**Run 1: floorplan with the power grid**

Scale bar: 20 um. Pins as bars on the die edge.
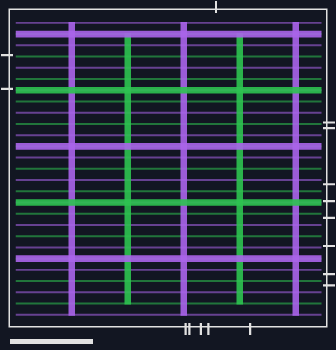
**Run 1: cells colored by class**

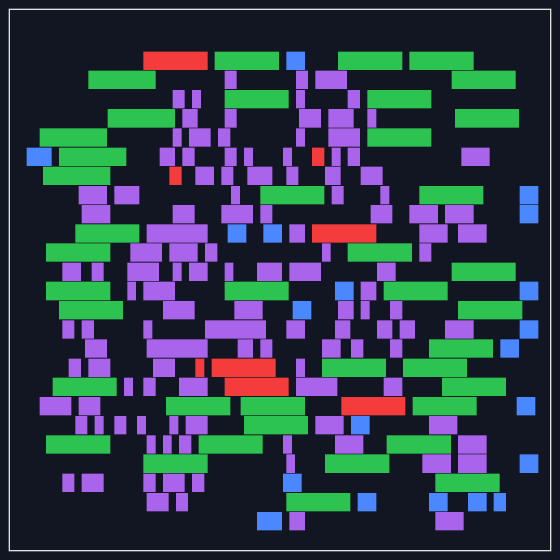
**Run 1: clock wires, drivers and flops**

Scale bar: 20 um.
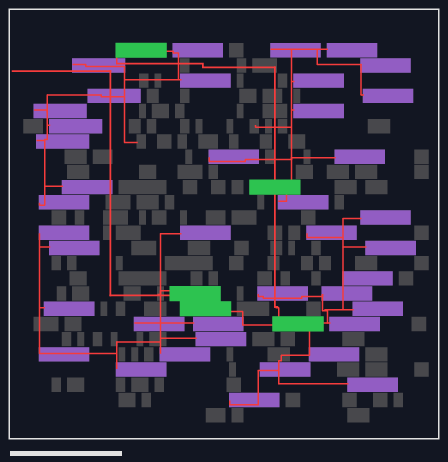
==> config.mk <==
export PLATFORM = sky130hd
export DESIGN_NAME = uart_recv_flat
export DESIGN_NICKNAME = d
export VERILOG_FILES = /design/src/rtl/uart_pkg.sv /design/src/rtl/uart_recv_if.sv /design/src/rtl/uart_rx_sync.sv /design/src/rtl/uart_recv.sv /design/src/flat_wrapper.sv
export SDC_FILE = /design/constraint.sdc
export NUM_CORES = 1
export LEC_CHECK = 0
export CELL_PAD_IN_SITES_DETAIL_PLACEMENT = 1
export CELL_PAD_IN_SITES_GLOBAL_PLACEMENT = 1
export CORE_UTILIZATION = 35
export CTS_BUF_LIST = sky130_fd_sc_hd__clkbuf_16
export DETAILED_ROUTE_END_ITERATION = 16
export PLACE_DENSITY_LB_ADDON = 0.15
export SLEW_MARGIN = 40
export SYNTH_ARGS = -nofsm -noshare
export SYNTH_HDL_FRONTEND = slang
export SYNTH_SLANG_ARGS = --single-unit
==> constraint.sdc <==
create_clock -name sys_clk -period 2.52 [get_ports sys_clk]
set_clock_uncertainty 0.15 [all_clocks]
set_input_delay 0.63 -clock sys_clk [delete_from_list [all_inputs] [get_ports sys_clk]]
set_output_delay 0.63 -clock sys_clk [all_outputs]
set_load 0.1 [all_outputs]
==> out/metrics.yaml, run 1 <==
status:
  status: "completed"
logic_synthesis:
  top_cells_by_area: "dfrtp_1, mux2_2, dfstp_2"
  avgSynthCellArea_um2: 11.79
  synthCells: 165
  yosysWarnings: 0
  synth_cell_types: 38
  largest_area_cell: "dfrtp_1"
  synthDominantCellAreaShare_pct: 45.02
  fp_nets: 175
  synth_seq_share_pct: 51.77
  yosys-stat-cells: 165
drt:
  via_count: 1348
  drc: 0
  vias_per_cell: 5.185
  drt-initial-drc-count: 78
  drt-wirelength-per-cell_um: 16.17
  totalWireLength_mm: 4.203
  drtAntennaViolNets: 0
power_and_ir_drop:
  power_mw: 1.299
  p_leak_nw: 1.033
  pwr_density_cell_mw_per_mm2: 561.4
finish:
  largest_reg_flops: 9
  insertedDiodeCount: 0
  fill_cells: 579
worst_setup_path:
  cp_slowest_cell: "dfrtp_1"
  crit_chain: "inv_1, ha_1, nor4b_4, nand2_4, nor3_4, mux2_2"
  required_ns: 2.53
  rr_worst_depth: 6
  max_stage_delay_ns: 0.43
  path_class: "flip-flop to flip-flop"
  start_kind: "flip-flop"
  reg2reg_setup_slack_ns: 0.24
  cp_max_fo: 10
timing:
  fmax_mhz: 438.2
  holdWs_ns: 0.2062
  final.min_clock_period_ns: 2.282
  tightest_slew_ns: 0.5564
  finalClockPeriodUsage_pct: 90.55
  rsz0062_at_grt: "false"
flow_run:
  drv_cap: 0
  warnings: 29
clocking:
  postCtsSetupBuffers: 0
  ctsHoldBuffers: 0
  htree_levels: 2
  clockBufferDepth: 2
  cts-root-buf: "clkbuf_16"
  cts-resized-gates: 0
  cts_buffers: 5
global_route:
  gr-usage-met1_pct: 19.89
  use_met2_pct: 27.21
  grt_pass1_wl_mm: 7.479
  use_met3_pct: 3.952
  antenna_found_initial: 0
  grt_pass1_vias: 1518
floorplanning:
  chipArea_mm2: 0.005861
  io_pins: 16
  fp_util_pct: 37.15
place:
  io_buffer_count: 15
  hpwl_mm: 3.093
  gp_congestion: 0.8296
## Picture notes: 'floorplan with the power grid'
legend:
  VSS:
    color: purple
  VDD:
    color: green
met4 straps: 5
rows: 26
DIE HEIGHT: 76.56 um
die span in x: 76.56 um
Core Region: 0.005238 mm2
Worst VDD drop: 0.3033 mV

## Picture notes: 'cells colored by class'
legend:
  clock drivers and dummy loads:
    color: red
    cells: 8
  remaining logic cells:
    color: purple
    cells: 122
  registers:
    color: green
    cells: 40
  remaining buffers and delay cells:
    color: blue
    cells: 20
final core utilization: 44.17%
Finished Cell Area: 0.002313 mm2
num rows: 26
Seq area share: 43.54%

## Picture notes: 'clock wires, drivers and flops'
legend:
  clock-net drivers:
    color: green
    count: 5
  flip-flops:
    color: purple
    count: 40
  clock wires:
    color: red
    length: 552 um
flops lie: spread over the die
routed clock nets: 6
Insertion Delay late pin: 0.28 ns
Clk. pwr: 0.598 mW
clock share of power: 46.0%

run 1: where the power goes:
part / internal, mW / switching, mW / leakage, nW
combinational: 0.0162 / 0.0250 / 0.423
clock: 0.359 / 0.239 / 0.0710
sequential: 0.651 / 0.00865 / 0.539
total: 1.03 / 0.273 / 1.03
run 1: kinds of logic after synthesis:
family                     count (synthesis)  synth area share (%)
muxes                                     15                 8.682
and+or+nand+nor                           67                 22.83
DFF                                       40                 51.77
AOI/OAI and AO/OA                         21                 7.396
adders and majority gates                  7                 4.373
buffers and inverters                      7                 1.350
xor gates and xnor gates                   8                 3.601
run 1: stage by stage:
stage,util (%),instances
detailed placement,41.52,252
global placement,41.52,252
floorplan,-,165
finish,44.17,260
global route,44.17,260
CTS,44.17,260
run 1: Yosys cell counts, drive strengths merged:
cell type  count
a21oi          3
a22o           2
a22oi          1
and4           1
and4b          2
and4bb         1
clkbuf         3
dfrtp         35
dfstp          5
ha             6
inv            4
maj3           1
mux2          15
nand2         16
nand2b         5
nand3          8
nand4          2
nand4b         1
nor2           6
nor2b          1
nor3          13
nor3b          3
nor4           3
nor4b          4
o21ai          8
o21bai         1
o221a          1
o311ai         1
o31ai          4
or4b           1
xnor2          6
xor2           2
run 1: area by class of cell:
type	count	area [um2]	share of cell area, %
Clock inverter	3	13.76	0.5949
Sequential cell	40	1007	43.54
Inverter	4	15.01	0.6490
Timing Repair Buffer	20	152.6	6.598
Multi-Input combinational cell	118	912.1	39.43
Clock buffer	5	125.1	5.408
Tap cell	70	87.58	3.786
run 1: metal layers:
metal | part of all wire (%) | up-vias
met5 | 0 | -
met4 | 2.4 | 0
met3 | 2.3 | 7
met2 | 51 | 15
met1 | 45 | 674
li1 | - | 652
run 1: cells in the final DEF, fill, tap and decap left out, types with 4 or more instances in the layout:
| master | Yosys | routed |
|---|---|---|
| nand3_1 | 8 | 8 |
| xnor2_1 | 6 | 6 |
| ha_1 | 6 | 6 |
| o21ai_0 | 8 | 8 |
| nand2_1 | 15 | 15 |
| dfstp_2 | 5 | 5 |
| o31ai_1 | 4 | 4 |
| nand2b_1 | 5 | 5 |
| dfrtp_1 | 35 | 35 |
| mux2_2 | 15 | 15 |
| clkbuf_16 | 0 | 5 |
| inv_1 | 4 | 4 |
| buf_4 | 0 | 17 |
| nor3_1 | 12 | 12 |
| nor2_1 | 6 | 6 |
run 1: critical path: cells and delay by family, from the launching register on:
kind | cells | cell delay (ns)
simple gates | 3 | 0.88
flops | 1 | 0.43
mux | 1 | 0.39
fa+ha+maj | 1 | 0.21
buf+inv | 1 | 0.10
==> run 2, diff against run 1 <==
Settings changed: SKIP_CTS_REPAIR_TIMING set to 1.
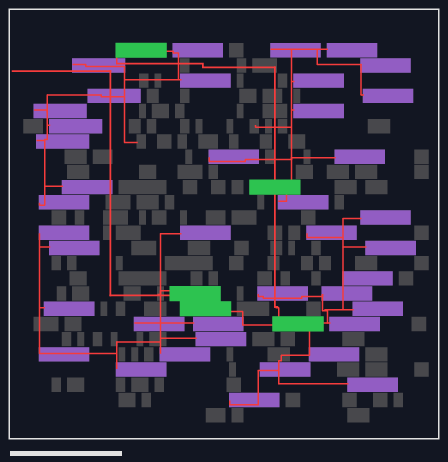
**Above:** run 2 (clock wires, drivers and flops).
Scale bar: 20 um.
legend:
  clock-net drivers:
    color: green
    count: 5
  flip-flops:
    color: purple
    count: 40
  clock wires:
    color: red
    length: 552 um
routed clock nets: 6

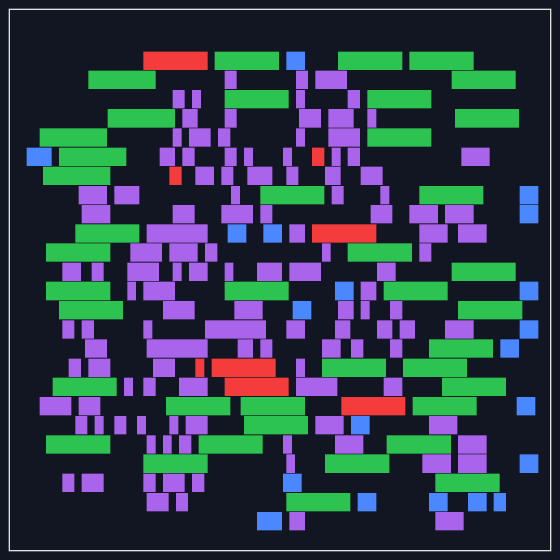
**Above:** run 2 (cells colored by class).
legend:
  remaining logic cells:
    color: purple
    cells: 122
  registers:
    color: green
    cells: 40
  clock drivers and dummy loads:
    color: red
    cells: 8
  remaining buffers and delay cells:
    color: blue
    cells: 20

==> run 2 against run 1 <==
Fmax did not move. Cell count did not move. Non-clock buffer count did not move. Sequential power barely moved. Core utilization did not move. Synthesized cell count did not move. Total power did not move. Critical endpoint unchanged.
==> out/metrics.yaml, run 2 <==
worst_setup_path:
  cp_slowest_cell: "dfrtp_1"  # unchanged
  reg2reg_setup_slack_ns: 0.24  # about the same
  required_ns: 2.53  # about the same
  start_kind: "flip-flop"  # unchanged
  cp_max_fo: 10  # unchanged
  critPathTopFamily: "simple AND/OR/NAND/NOR gates"  # unchanged
  max_stage_delay_ns: 0.43  # about the same
clocking:
  htree_levels: 2  # unchanged
  clockBufferDepth: 2  # unchanged
  cts-root-buf: "clkbuf_16"  # unchanged
  insertion_delay_ns: 0.28  # about the same
place:
  hpwl_mm: 3.093  # unchanged
  io_buffer_count: 15  # unchanged
logic_synthesis:
  synthDominantCellAreaShare_pct: 45.02  # unchanged
  largest_area_cell: "dfrtp_1"  # unchanged
  most_common_cell: "dfrtp_1"  # unchanged
  synth_cell_types: 38  # unchanged
  avgSynthCellArea_um2: 11.79  # unchanged
  logic_family: "simple AND/OR/NAND/NOR gates"  # unchanged
  yosys-stat-cells: 165  # unchanged
  ys_sh_mux_pct: 8.682  # unchanged
  fp_nets: 175  # unchanged
  ff_type: "dfrtp_1"  # unchanged
  synth_seq_share_pct: 51.77  # unchanged
  yosysWarnings: 0  # unchanged
  async_reset_ff_share_pct: 100.0  # unchanged
flow_run:
  warnings: 29  # unchanged
  drv_cap: 0  # unchanged
timing:
  rsz0062_at_grt: "false"  # unchanged
  finalClockPeriodUsage_pct: 90.55  # unchanged
  tightest_slew_ns: 0.5564  # unchanged
  holdWs_ns: 0.2062  # unchanged
drt:
  wl_met1_mm: 1.872  # unchanged
  top_layer_used: "met4"  # unchanged
  dr_wl_met2_mm: 2.134  # unchanged
  drc: 0  # unchanged
global_route:
  antenna_found_initial: 0  # unchanged
floorplanning:
  io_pins: 16  # unchanged
  fp_util_pct: 37.15  # unchanged
  fp.dieW_um: 76.56  # unchanged
power_and_ir_drop:
  peakVddDrop_mv: 0.3033  # unchanged
  p_leak_nw: 1.033  # unchanged
  pwr_density_cell_mw_per_mm2: 561.4  # unchanged
finish:
  final_common_cell: "dfrtp_1"  # unchanged
  insertedDiodeCount: 0  # unchanged
  largest_reg_flops: 9  # unchanged
status:
  status: "completed"  # unchanged
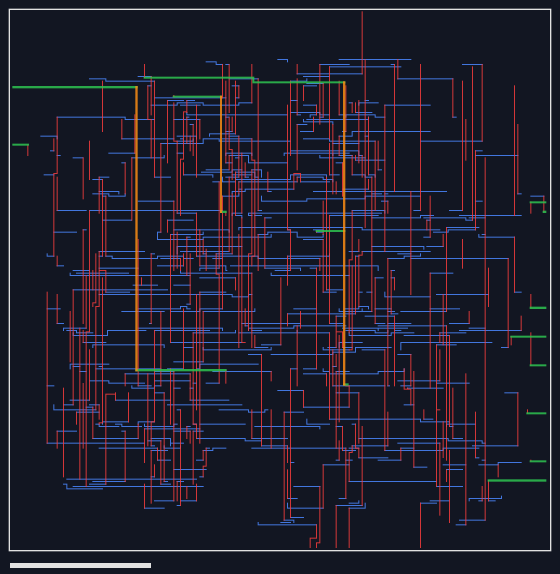
**Above:** run 2 (metal layers overlaid).
Scale bar: 20 um.
legend:
  M3:
    color: green
    wire_length: 96.6 um
  M1:
    color: blue
    wire_length: 1870 um
  M4:
    color: orange
    wire_length: 99.3 um
  M2:
    color: red
    wire_length: 2130 um
Post-Route WL: 4.203 mm
All-Layer GR Usage: 16.54%
average routed wire per standard cell: 16.17 um
Vias: 1348

## run 2: cell counts after synthesis
No cell type changed its count.
## run 2: layout make-up
| cell class | instances | area (um2) |
|---|---|---|
| clock buffers | 5 | 125.1 |
| clock inverters | 3 | 13.76 |
| fillers | 579 | 2924 |
| inverters | 4 | 15.01 |
| multi-input cells | 118 | 912.1 |
| flip-flops and latches | 40 | 1007 |
| well taps | 70 | 87.58 |
| repair buffers | 20 | 152.6 |
## run 2: worst register-to-register path: cells and delay by family (launching register included)
family / cells / cell delay, ns
mux: 1 / 0.39
fa+ha+maj: 1 / 0.21
simple gates: 3 / 0.88
flops: 1 / 0.43
buf+inv: 1 / 0.10
## run 2: per-layer routing
metal / vias to the layer above / GRT usage, %
li1: 652 / -
met1: 674 / 19.89
met2: 15 / 27.21
met3: 7 / 3.952
met4: 0 / 9.038
met5: - / 0
## run 2: cell families (layout without fill, tap and decap cells)
| kind of cell | Yosys count | count (layout) |
|---|---|---|
| AOI/OAI and AO/OA | 21 | 21 |
| xor gates and xnor gates | 8 | 8 |
| adders and majority gates | 7 | 7 |
| buffers and inverters | 7 | 32 |
| DFF | 40 | 40 |
| muxes | 15 | 15 |
| and+or+nand+nor | 67 | 67 |
## run 2: metrics by stage
step	std cells	setup slack (ns)	power [mW]	utilization (%)	area [um2]
floorplan	165	0.4979	0.6884	-	1946
global placement	252	0.2168	0.7109	41.52	2175
detailed placement	252	0.1290	0.7136	41.52	2175
CTS	260	0.1908	1.327	44.17	2313
global route	260	0.09212	1.368	44.17	2313
finish	260	0.2382	1.299	44.17	2313
## run 2: report_power, final
| group | switching (mW) | leakage, nW | total, mW | internal [mW] |
|---|---|---|---|---|
| registers | 0.00865 | 0.539 | 0.660 | 0.651 |
| logic | 0.0250 | 0.423 | 0.0411 | 0.0162 |
| clock network | 0.239 | 0.0710 | 0.598 | 0.359 |
Power and IR drop assume default switching activity.
